<file path="src/rtl/scrambler_pkg.sv">
// -----------------------------------------------------------------------------
// scrambler_pkg
// Shared constants and the word-level step function for the self-synchronizing
// (multiplicative) scrambler/descrambler.
//   DEFAULT_TAPS  : x^16 + x^5 + x^4 + x^3 + 1 (bit k-1 set = delay k tapped)
//   DEFAULT_SEED  : all-ones history value loaded on reset
//   scramble_word : one NBITS word through the history register, either mode
// The step function works on fixed maximum-width vectors so that it can be
// shared by any POLY_LENGHT <= MAX_POLY and NBITS <= MAX_NBITS; unused upper
// bits are masked to zero and fold away once the length arguments are
// constants.
// -----------------------------------------------------------------------------
package scrambler_pkg;

    localparam int MAX_POLY  = 64;
    localparam int MAX_NBITS = 64;

    localparam logic [15:0] DEFAULT_TAPS = 16'h801C;
    localparam logic [15:0] DEFAULT_SEED = 16'hFFFF;

    typedef enum logic {
        MODE_SCRAMBLE   = 1'b0,
        MODE_DESCRAMBLE = 1'b1
    } chk_mode_e;

    typedef struct packed {
        logic [MAX_POLY-1:0]  hist;
        logic [MAX_NBITS-1:0] word;
    } step_result_t;

    // Bit 0 of the word is the oldest bit in time, so it is processed first.
    // hist[0] is delay 1 (most recent line bit).
    function automatic step_result_t scramble_word(
        input chk_mode_e             mode,
        input int                    poly_len,
        input int                    nbits,
        input logic [MAX_POLY-1:0]   taps,
        input logic [MAX_POLY-1:0]   hist_in,
        input logic [MAX_NBITS-1:0]  word_in
    );
        step_result_t        res;
        logic [MAX_POLY-1:0] hist;
        logic [MAX_POLY-1:0] len_mask;
        logic                fb;
        logic                o;
        logic                line_bit;

        len_mask = '0;
        for (int k = 0; k < MAX_POLY; k++) begin
            if (k < poly_len) len_mask[k] = 1'b1;
        end

        hist     = hist_in & len_mask;
        res.word = '0;
        for (int i = 0; i < MAX_NBITS; i++) begin
            if (i < nbits) begin
                fb          = ^(hist & taps & len_mask);
                o           = word_in[i] ^ fb;
                res.word[i] = o;
                // The history always tracks the line: scrambler output on the
                // transmit side, the received bit on the receive side.
                line_bit    = (mode == MODE_DESCRAMBLE) ? word_in[i] : o;
                hist        = {hist[MAX_POLY-2:0], line_bit} & len_mask;
            end
        end
        res.hist = hist;
        return res;
    endfunction

endpackage

</file>
<file path="src/rtl/scrambler_descrambler_if.sv">
// -----------------------------------------------------------------------------
// scrambler_descrambler_if
// Data path bundle for one scrambler or descrambler instance.
//   DATA_IN  : NBITS word to process
//   EN       : word valid; the block advances only when EN=1 (no back-pressure,
//              EN is a plain qualifier: a word is consumed on every rising edge
//              where EN=1 and reset is low)
//   DATA_OUT : registered result, one cycle after the accepted word
//   BYPASS   : only with SCRAMBLER_BYPASS_EN; passes DATA_IN through, history
//              held
// master = the producer driving words in, slave = the scrambler block.
// -----------------------------------------------------------------------------
interface scrambler_descrambler_if #(
    parameter int NBITS = 8
);
    logic [NBITS-1:0] DATA_IN;
    logic             EN;
    logic [NBITS-1:0] DATA_OUT;
`ifdef SCRAMBLER_BYPASS_EN
    logic             BYPASS;

    modport master (output DATA_IN, output EN, output BYPASS, input DATA_OUT);
    modport slave  (input DATA_IN, input EN, input BYPASS, output DATA_OUT);
`else
    modport master (output DATA_IN, output EN, input DATA_OUT);
    modport slave  (input DATA_IN, input EN, output DATA_OUT);
`endif
endinterface

</file>
<file path="src/rtl/scrambler_step.sv">
// -----------------------------------------------------------------------------
// scrambler_step
// Purely combinational one-word step: all NBITS per-bit steps chained.
//   hist_in  : current history register (hist_in[0] = delay 1)
//   word_in  : word to scramble / received word to descramble
//   hist_nxt : history after the word
//   word_out : result word
// Valid for NBITS both larger and smaller than POLY_LENGHT (each limited to 64).
// -----------------------------------------------------------------------------
module scrambler_step
    import scrambler_pkg::*;
#(
    parameter int                     CHK_MODE    = 0,
    parameter int                     POLY_LENGHT = 16,
    parameter int                     NBITS       = 8,
    parameter logic [POLY_LENGHT-1:0] TAPS        = POLY_LENGHT'(DEFAULT_TAPS)
) (
    input  logic [POLY_LENGHT-1:0] hist_in,
    input  logic [NBITS-1:0]       word_in,
    output logic [POLY_LENGHT-1:0] hist_nxt,
    output logic [NBITS-1:0]       word_out
);

    localparam chk_mode_e MODE = (CHK_MODE != 0) ? MODE_DESCRAMBLE : MODE_SCRAMBLE;

    step_result_t res;
    logic         unused_res;

    assign res = scramble_word(MODE, POLY_LENGHT, NBITS,
                               MAX_POLY'(TAPS),
                               MAX_POLY'(hist_in),
                               MAX_NBITS'(word_in));

    assign hist_nxt = res.hist[POLY_LENGHT-1:0];
    assign word_out = res.word[NBITS-1:0];

    // Upper bits of the wide result are always zero.
    assign unused_res = ^res;

endmodule

</file>
<file path="src/rtl/scrambler_descrambler.sv">
// -----------------------------------------------------------------------------
// scrambler_descrambler
// Self-synchronizing multiplicative scrambler (CHK_MODE=0) or descrambler
// (CHK_MODE=1) on an NBITS-wide parallel path, one word per enabled clock.
//   CLK  : rising-edge clock
//   RST  : synchronous, active-high; loads SEED into history, clears DATA_OUT,
//          and wins over EN
//   bus  : scrambler_descrambler_if.slave (DATA_IN, EN, DATA_OUT[, BYPASS])
// Latency is one cycle: a word accepted at edge k is on DATA_OUT after it.
// Optional macro SCRAMBLER_BYPASS_EN adds BYPASS: with EN=1 and BYPASS=1 the
// input word is registered unchanged and the history holds.
// -----------------------------------------------------------------------------
module scrambler_descrambler
    import scrambler_pkg::*;
#(
    parameter int                     CHK_MODE    = 0,
    parameter int                     POLY_LENGHT = 16,
    parameter int                     NBITS       = 8,
    parameter logic [POLY_LENGHT-1:0] TAPS        = POLY_LENGHT'(DEFAULT_TAPS),
    parameter logic [POLY_LENGHT-1:0] SEED        = {POLY_LENGHT{1'b1}}
) (
    input  logic                  CLK,
    input  logic                  RST,
    scrambler_descrambler_if.slave bus
);

    logic [POLY_LENGHT-1:0] hist_q;
    logic [POLY_LENGHT-1:0] hist_nxt;
    logic [NBITS-1:0]       dout_q;
    logic [NBITS-1:0]       word_res;

    scrambler_step #(
        .CHK_MODE    (CHK_MODE),
        .POLY_LENGHT (POLY_LENGHT),
        .NBITS       (NBITS),
        .TAPS        (TAPS)
    ) u_step (
        .hist_in  (hist_q),
        .word_in  (bus.DATA_IN),
        .hist_nxt (hist_nxt),
        .word_out (word_res)
    );

    always_ff @(posedge CLK) begin
        if (RST) begin
            hist_q <= SEED;
            dout_q <= '0;
        end else if (bus.EN) begin
`ifdef SCRAMBLER_BYPASS_EN
            if (bus.BYPASS) begin
                dout_q <= bus.DATA_IN;
            end else begin
                dout_q <= word_res;
                hist_q <= hist_nxt;
            end
`else
            dout_q <= word_res;
            hist_q <= hist_nxt;
`endif
        end
    end

    assign bus.DATA_OUT = dout_q;

endmodule

</file>
<file path="src/flat_wrapper.sv">
// flat-port wrapper written by rule: the top's interface ports become plain ports
module scrambler_descrambler_flat import scrambler_pkg::*;
#(
    parameter int                     CHK_MODE    = 0,
    parameter int                     POLY_LENGHT = 16,
    parameter int                     NBITS       = 8,
    parameter logic [POLY_LENGHT-1:0] TAPS        = POLY_LENGHT'(DEFAULT_TAPS),
    parameter logic [POLY_LENGHT-1:0] SEED        = {POLY_LENGHT{1'b1}}
)
  (CLK, RST, bus_DATA_IN, bus_EN, bus_DATA_OUT);
  scrambler_descrambler_if #(.NBITS(NBITS)) bus_i ();
  input  logic CLK;
  input  logic RST;
  input wire logic [$bits(bus_i.DATA_IN)-1:0] bus_DATA_IN;
  input wire logic [$bits(bus_i.EN)-1:0] bus_EN;
  output wire logic [$bits(bus_i.DATA_OUT)-1:0] bus_DATA_OUT;
  assign bus_i.DATA_IN = bus_DATA_IN;
  assign bus_i.EN = bus_EN;
  assign bus_DATA_OUT = bus_i.DATA_OUT;
  scrambler_descrambler #(.CHK_MODE(CHK_MODE), .POLY_LENGHT(POLY_LENGHT), .NBITS(NBITS), .TAPS(TAPS), .SEED(SEED)) u_core (.CLK(CLK), .RST(RST), .bus(bus_i));
endmodule
</file>
<file path="config.mk">
export PLATFORM = sky130hd
export DESIGN_NAME = scrambler_descrambler_flat
export DESIGN_NICKNAME = d
export VERILOG_FILES = /design/src/rtl/scrambler_pkg.sv /design/src/rtl/scrambler_descrambler_if.sv /design/src/rtl/scrambler_step.sv /design/src/rtl/scrambler_descrambler.sv /design/src/flat_wrapper.sv
export SDC_FILE = /design/constraint.sdc
export NUM_CORES = 1
export LEC_CHECK = 0
export ABC_AREA = 0
export CORE_MARGIN = 2
export CORE_UTILIZATION = 46
export CTS_CLUSTER_SIZE = 28
export DETAILED_ROUTE_END_ITERATION = 16
export GPL_TIMING_DRIVEN = 0
export HOLD_SLACK_MARGIN = 0.06
export PLACE_DENSITY = 0.74
export SYNTH_ARGS = -nofsm -noshare
export SYNTH_HDL_FRONTEND = slang
export SYNTH_HIERARCHICAL = 1
export SYNTH_SLANG_ARGS = --single-unit
</file>
<file path="constraint.sdc">
create_clock -name CLK -period 2.6 [get_ports CLK]
set_clock_uncertainty 0.1 [all_clocks]
set_input_delay 0.52 -clock CLK [delete_from_list [all_inputs] [get_ports CLK]]
set_output_delay 0.52 -clock CLK [all_outputs]
set_load 0.05 [all_outputs]
</file>
### The metal 1 layer

Drawn at 8 px/um. Supply wires on this layer in grey.
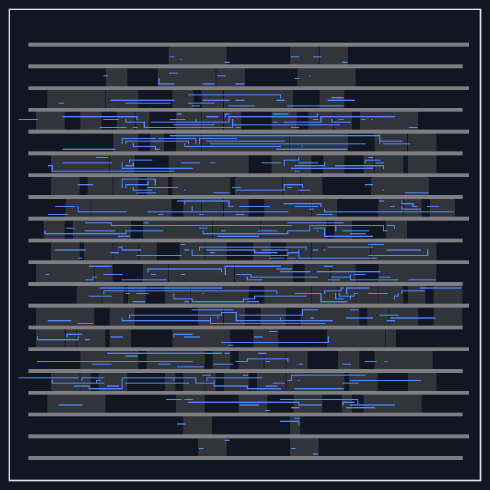
The wires run mostly horizontal. 138 nets have wire on it. The layer carries 1150 um of wire.

### M2 wires

Drawn at 8 px/um.
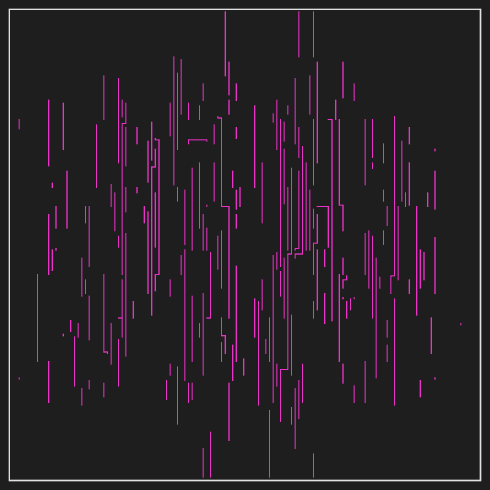
The longest straight run is 25.2 um. The layer holds 47% of the routed length. The layer carries 1090 um of wire. The wires run mostly vertical.

### M3 wires

Drawn at 10 px/um.
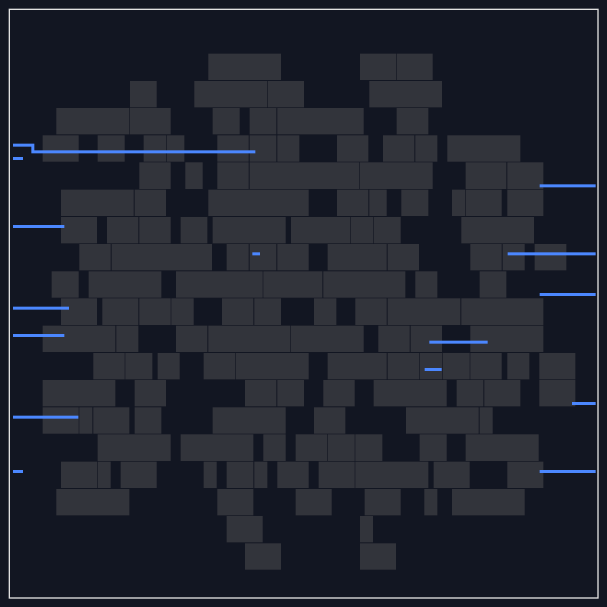
The wires run mostly horizontal. 14 nets have wire on it. The layer holds 3.5% of the routed length. The longest straight run is 22.1 um.

==> summary.log <==
INFO  outcome        run_status=completed
INFO  sta            final-hold-violation-count=0
INFO  drt            detail-route-antenna-nets=0
INFO  worst_hold_path min_delay_worst_endpoint=u_core/bus.DATA_OUT[1]$_SDFFE_PP0P_
INFO  synthesis      post_synth_mux_area_share=0.0581
INFO  global_routing grt_pass1_vias=868
INFO  floorplan      std_cell_core_area=0.00281mm2
INFO  floorplan      chip_area=0.00345mm2
INFO  cts            cts.repair_timing.setup_buffer_count=0
INFO  setup_path     critical_path_sink_type=flip-flop
INFO  layout         layout-area-overhead-vs-synth=19.7%
INFO  layout         design.final.nets=154
INFO  sta            unrepaired_setup_endpoints_after_global_routing=false
INFO  synthesis      syn-num-nets=131
INFO  sta            fmax=0.419GHz
INFO  synthesis      ys_cells=120
INFO  layout         fin_cells=173
INFO  synthesis      ys_seq_frac=0.349
INFO  flow_run       tool_warnings=26
INFO  drt            postRouteWirelength=2330um
INFO  placement      detailedPlacementHpwl=1700um
INFO  global_routing initial_antenna_violation_count=0
INFO  synthesis      ys_sh_simple=0.0963
INFO  synthesis      yosys.stat.chipArea=0.00138mm2
INFO  cts            number_of_gates_resized_after_cts=0
INFO  sta            min_period_over_period=0.919
INFO  setup_path     worst_r2r_path_depth=7
INFO  cts            cts_root_buf=sky130_fd_sc_hd__clkbuf_4
INFO  drt            post_drt_via_cell_ratio=4.97
INFO  floorplan      die-height=58.7um
INFO  sta            fin_setup_tns=0ps
INFO  drt            drt_iter0_markers=25
INFO  cts            ctsHtreeMaxLevel=1
INFO  setup_path     required=2720ps
INFO  synthesis      synth_cell_type_count=17
INFO  cts            clk-insertion-delay-late=310ps
INFO  synthesis      ys_top_logic_family=XOR/XNOR gates
INFO  synthesis      yosysWarningCount=6
INFO  drt            drc=0
INFO  synthesis      yosys.area_share.xor_xnor=0.266
INFO  setup_path     worst_ep_arrival_time=2510ps
INFO  cts            tritoncts=built
INFO  synthesis      synth.cellmix.compoundShare=0.102
INFO  placement      place_congestion=0.803
INFO  drt            vias=860
INFO  cts            cts_bufs_inserted=3
INFO  worst_hold_path startpoint_of_the_lowest_slack_hold_path=u_core/bus.DATA_OUT[1]$_SDFFE_PP0P_
INFO  sta            setup_violations=0
INFO  cts            cts.sinks=24
INFO  setup_path     r2r_setup_slack=210ps
INFO  cts            clkTransAtPathRegs=130ps
INFO  synthesis      synth_area=0.00138mm2
INFO  synthesis      yosysTopAreaCell=sky130_fd_sc_hd__dfxtp_1
INFO  floorplan      die-width=58.7um
INFO  drt            dr.pass1.iters=4
INFO  global_routing grtUsageMet3=0.0198
INFO  placement      placed_cells_incl_taps=169
INFO  layout         layout_top_cell_excl_fill_tap=sky130_fd_sc_hd__dfxtp_1
INFO  sta            timing.final.max_slew_violations=0
INFO  cts            cts_buffer_depth=2
INFO  global_routing grt_pass1_wl=3880um
INFO  synthesis      syn_avg_cell_area=11.5um2
INFO  drt            met3_length=80um
INFO  setup_path     worstReg2RegEnd=u_core/bus.DATA_OUT[6]$_SDFFE_PP0P_
INFO  worst_hold_path hold_depth=2
INFO  setup_path     cp-startpoint=u_core/hist_q[0]$_SDFFE_PP1P_
INFO  global_routing grt_max_degree=15
INFO  drt            routed-wl-met2=1090um
INFO  synthesis      post_synth_main_area_contributors=sky130_fd_sc_hd__dfxtp_1 35%, sky130_fd_sc_hd__a211o_1 10%, sky130_fd_sc_hd__buf_4 8.7%, sky130_fd_sc_hd__xnor2_1 7.6%, sky130_fd_sc_hd__nor2b_1 6.4%
INFO  layout         drive_gt1_frac=0.239
INFO  sta            min_period=2390ps
### Congestion heat map

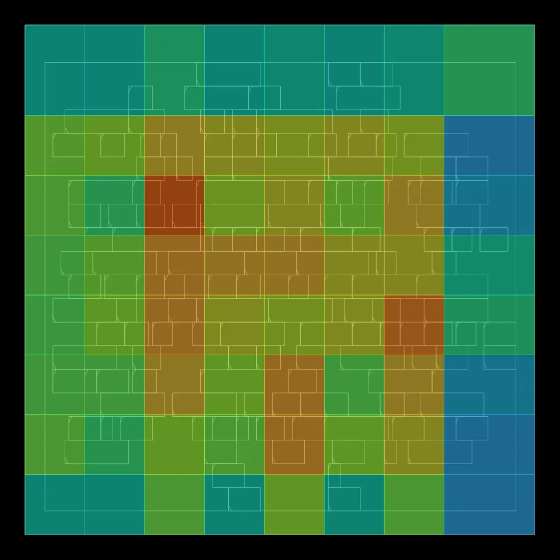
met1 layer usage reported by global route: 0.206
GR peak layer: met2
global-route usage over all layers: 0.148
post-detailed-route wirelength per cell: 13.5 um
met2 usage in global routing: 0.233

### Clock distribution

Drawn at 4 px/um.
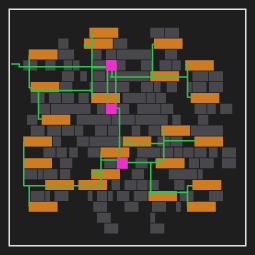
Orange is flip-flops, count 24. Green is clock wires, length 272 um. Magenta is cells driving clock nets, count 3.
Position of the flops: spread over the die.

## layout make-up
| type | instances | area (um2) |
|---|---|---|
| fillers | 254 | 1160 |
| multi-input cells | 74 | 719 |
| clock buffers | 3 | 22.5 |
| well taps | 31 | 38.8 |
| repair buffers | 18 | 180 |
| plain buffers | 22 | 178 |
| flip-flops and latches | 24 | 480 |
| clock inverters | 1 | 30.0 |
## stage by stage
| step | hold slack, ps | instance area, um2 | utilization | setup slack (ps) |
|---|---|---|---|---|
| finish | 409 | 1650 | 0.588 | 211 |
| detailed placement | 386 | 1600 | 0.569 | -156 |
| global route | 450 | 1650 | 0.588 | 34.3 |
| global placement | 372 | 1600 | 0.569 | -141 |
| floorplan | 411 | 1380 | - | 420 |
| CTS | 423 | 1650 | 0.588 | 185 |
## cell usage after synthesis (all sizes together)
cell type  instances
a211o             16
and2b              2
buf               22
dfxtp             24
mux2i              8
nor2               8
nor2b             14
xnor2             16
xnor3              5
xor2               5
## critical path, cell delays in order (launching register included)
cell	delay, ps
sky130_fd_sc_hd__dfxtp_1	460
sky130_fd_sc_hd__xnor3_2	480
sky130_fd_sc_hd__xor2_2	310
sky130_fd_sc_hd__xnor3_1	470
sky130_fd_sc_hd__xor2_1	170
sky130_fd_sc_hd__buf_4	140
sky130_fd_sc_hd__mux2i_1	120
sky130_fd_sc_hd__nor2_1	50
## sequential cells by signal (all words and copies together) (netlist names)
signal               cells
u_core/bus.DATA_OUT      8
u_core/hist_q           16
